--- config.mk ---
export PLATFORM = sky130hd
export DESIGN_NAME = cpu_controller
export DESIGN_NICKNAME = d
export VERILOG_FILES = /design/src/rtl/cpu_controller.sv
export SDC_FILE = /design/constraint.sdc
export NUM_CORES = 1
export LEC_CHECK = 0
export ABC_CLOCK_PERIOD_IN_PS = 2700
export CORE_AREA = 2 2 39 41
export DETAILED_ROUTE_END_ITERATION = 8
export DIE_AREA = 0 0 41 43
export GPL_ROUTABILITY_DRIVEN = 1
export REMOVE_ABC_BUFFERS = 1
export SYNTH_ARGS = -nofsm -noshare
export SYNTH_HDL_FRONTEND = slang
export SYNTH_SLANG_ARGS = --single-unit
export TNS_END_PERCENT = 50
--- constraint.sdc ---
create_clock -name clk -period 2.7 [get_ports clk]
set_input_delay 0.27 -clock clk [delete_from_list [all_inputs] [get_ports clk]]
set_output_delay 0.27 -clock clk [all_outputs]
set_load 0.01 [all_outputs]
--- src/rtl/cpu_controller.sv ---
// Instruction sequencer for the 8-bit accumulator CPU: an 8-phase cycle counter
// plus a halt latch, with control strobes decoded combinationally from the current phase.
module cpu_controller #(
  parameter int PHASE_W = 3
) (
  input  logic               clk,
  input  logic               rst_n,
  input  logic               ena,
  input  logic [2:0]         opcode,
  input  logic               zero,
  output logic               sel,
  output logic               rd,
  output logic               ld_ir,
  output logic               inc_pc,
  output logic               halt,
  output logic               ld_pc,
  output logic               data_e,
  output logic               ld_ac,
  output logic               wr,
  output logic [PHASE_W-1:0] phase
);

  localparam logic [2:0] OP_HLT = 3'b000;
  localparam logic [2:0] OP_SKZ = 3'b001;
  localparam logic [2:0] OP_ADD = 3'b010;
  localparam logic [2:0] OP_AND = 3'b011;
  localparam logic [2:0] OP_XOR = 3'b100;
  localparam logic [2:0] OP_LDA = 3'b101;
  localparam logic [2:0] OP_STO = 3'b110;
  localparam logic [2:0] OP_JMP = 3'b111;

  localparam logic [PHASE_W-1:0] P_INST_ADDR  = 3'd0;
  localparam logic [PHASE_W-1:0] P_INST_FETCH = 3'd1;
  localparam logic [PHASE_W-1:0] P_INST_LOAD  = 3'd2;
  localparam logic [PHASE_W-1:0] P_IDLE       = 3'd3;
  localparam logic [PHASE_W-1:0] P_OP_ADDR    = 3'd4;
  localparam logic [PHASE_W-1:0] P_OP_FETCH   = 3'd5;
  localparam logic [PHASE_W-1:0] P_ALU_OP     = 3'd6;
  localparam logic [PHASE_W-1:0] P_STORE      = 3'd7;

  typedef struct packed {
    logic sel;
    logic rd;
    logic ld_ir;
    logic inc_pc;
    logic halt;
    logic ld_pc;
    logic data_e;
    logic ld_ac;
    logic wr;
  } strobe_t;

  logic [PHASE_W-1:0] phase_q, phase_d;
  logic               halted_q, halted_d;
  logic               aluop, is_hlt, is_skz, is_sto, is_jmp;
  strobe_t            st;

  assign aluop  = (opcode == OP_ADD) || (opcode == OP_AND) ||
                  (opcode == OP_XOR) || (opcode == OP_LDA);
  assign is_hlt = (opcode == OP_HLT);
  assign is_skz = (opcode == OP_SKZ);
  assign is_sto = (opcode == OP_STO);
  assign is_jmp = (opcode == OP_JMP);

  always_ff @(posedge clk) begin
    if (!rst_n) begin
      phase_q  <= '0;
      halted_q <= 1'b0;
    end else begin
      phase_q  <= phase_d;
      halted_q <= halted_d;
    end
  end

  // HLT parks the counter in OP_ADDR; only reset leaves the halted state.
  always_comb begin
    phase_d  = phase_q;
    halted_d = halted_q;
    if (!halted_q && ena) begin
      if (phase_q == P_OP_ADDR && is_hlt) halted_d = 1'b1;
      else                                phase_d  = phase_q + 1'b1;
    end
  end

  always_comb begin
    st = '0;
    if (halted_q) begin
      st.halt = 1'b1;
    end else begin
      case (phase_q)
        P_INST_ADDR:  st.sel = 1'b1;
        P_INST_FETCH: begin st.sel = 1'b1; st.rd = 1'b1; end
        P_INST_LOAD,
        P_IDLE:       begin st.sel = 1'b1; st.rd = 1'b1; st.ld_ir = 1'b1; end
        P_OP_ADDR:    begin st.inc_pc = 1'b1; st.halt = is_hlt; end
        P_OP_FETCH:   st.rd = aluop;
        P_ALU_OP: begin
          st.rd     = aluop;
          st.inc_pc = is_skz && zero;
          st.ld_pc  = is_jmp;
          st.data_e = is_sto;
        end
        P_STORE: begin
          st.rd     = aluop;
          st.ld_ac  = aluop;
          st.inc_pc = is_jmp;
          st.ld_pc  = is_jmp;
          st.wr     = is_sto;
          st.data_e = is_sto;
        end
        default: st = '0;
      endcase
    end
  end

  assign sel    = st.sel;
  assign rd     = st.rd;
  assign ld_ir  = st.ld_ir;
  assign inc_pc = st.inc_pc;
  assign halt   = st.halt;
  assign ld_pc  = st.ld_pc;
  assign data_e = st.data_e;
  assign ld_ac  = st.ld_ac;
  assign wr     = st.wr;
  assign phase  = phase_q;

endmodule

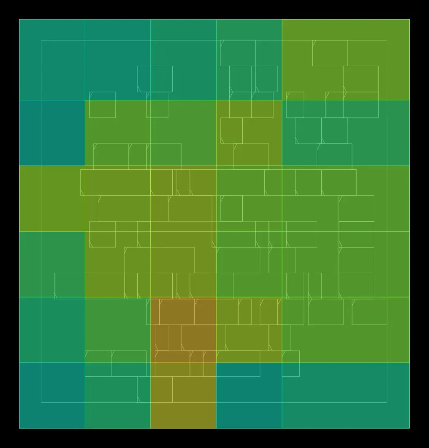
Figure 1: track usage over the die.
GRT met3 Usage: 0.0262
Core Util, Final: 0.464
met1 Usage GRT: 0.164
overall fraction of global-route tracks in use: 0.134
routed length per instance: 11.3 µm

==> flow_metrics.tcl <==
# implementation run metrics
set metrics [dict create \
    leak_pwr_nw 0.262 \
    outcome "completed" \
    hold_depth 2 \
    drive_above_1_share 0.127 \
    layoutNonFillerInstCount 87 \
    numPlacedInstances 84 \
    ff_latch_area_um2 80.1 \
    port_buffers 18 \
    hold_viol_final 0 \
    muxShareOfSynthArea 0.0473 \
    finalMaxSlewViolations 0 \
    min_to "phase[1]" \
    type_of_element_launching_the_critical_path "register" \
    post_synth_instance_area_um2 423 \
    yosys.area_share.aoi 0.225 \
    cp-startpoint "phase[0]" \
    postPlaceCellArea_um2 619 \
    rsz0062_at_grt "false" \
    tightest_slew_ns 0.332 \
    layout_top_cells "clkdlybuf4s50_1, ha_1, nand2_1" \
    crit_path_end_kind "output pin" \
    die_area_um2 1760 \
    cts.sink_count 4 \
    post_synth_num_cell_types 26 \
    cts_tree "done" \
    ioPinCount 19 \
    synth-simple-area-share 0.266 \
    placeableCoreArea_um2 1380 \
    area_reported_by_yosys_stat_um2 423 \
    final_replace_weighted_congestion 0.652 \
    post_synth_fa_ha_maj_area_fraction 0.207 \
    final_area_um2 642 \
    finalSetupViolations 0 \
    fillCellCount 142 \
    post-layout-total-power_uw 227 \
    power_density_over_the_cells_nw_per_um2 354 \
    drc 0 \
]
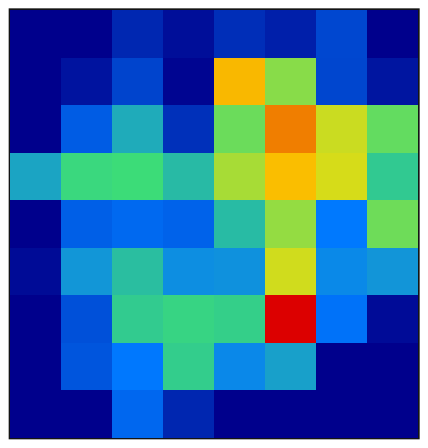
Figure 2: signal metal coverage by tile.
The die is cut into 8 by 9 equal tiles; dark blue is low, red is high, scaled to the fullest tile. Values are wire area over tile area, all layers added.
densest ninth of the die	middle right
nearly empty tiles	24%
emptiest ninth of the die	upper left
tiles over half the peak	18%
mean over tiles	0.089
fullest tile	0.33

-- synth_stat cells --
master,n,area share
a211oi_1,1,0.018
a211oi_2,1,0.030
a21oi_1,4,0.047
a31oi_1,1,0.015
and3b_1,1,0.021
clkbuf_1,1,0.0089
dfxtp_1,4,0.19
ha_1,7,0.21
inv_1,4,0.035
mux2i_1,2,0.047
nand2_1,5,0.044
nand2_2,1,0.015
nand3b_1,1,0.018
nand4_1,2,0.030
nor2_1,2,0.018
nor2b_1,1,0.015
nor3_1,1,0.012
nor3b_1,2,0.035
nor4_1,1,0.015
o21a_1,1,0.018
o21ai_0,2,0.024
o21ba_2,1,0.024
o41a_4,1,0.050
or2_2,2,0.030
or3_1,1,0.015
xor2_1,1,0.021
-- stage by stage --
step,setup WS [ns],utilization
after global placement,0.431,0.448
after floorplan,1.07,-
after global routing,0.136,0.464
after CTS,0.287,0.464
final,0.309,0.464
after detailed placement,0.400,0.448
-- power breakdown --
group	total (mW)	switching (mW)	leakage [nW]	internal [mW]
logic	0.0849	0.0386	0.215	0.0463
clock network	0.0725	0.0229	0.0138	0.0496
registers	0.0700	0.00642	0.0328	0.0636
-- area by class of cell --
type                    count  share of cell area
multi-input cells          42               0.505
flip-flops and latches      4               0.125
well taps                  16              0.0312
inverters                   4              0.0234
repair buffers             18               0.281
clock buffers               3              0.0351
-- layer usage --
metal | part of all wire | global-route usage
met2 | 0.49 | 0.203
met4 | 0 | 0.0800
met5 | 0 | 0
met1 | 0.44 | 0.164
met3 | 0.068 | 0.0262
-- state kept, by name, indices dropped and copies added, names as in the netlist --
register	count
halted_q	1
phase	3
-- critical path, stage by stage (launching register included) --
cell and delay [ns]:
dfxtp_1 0.34, inv_1 0.13, ha_1 0.26, nand4_1 0.11, or3_1 0.32, a31oi_1 0.18
clkdlybuf4s50_1 0.55
Power is estimated from default activity; no workload was simulated.
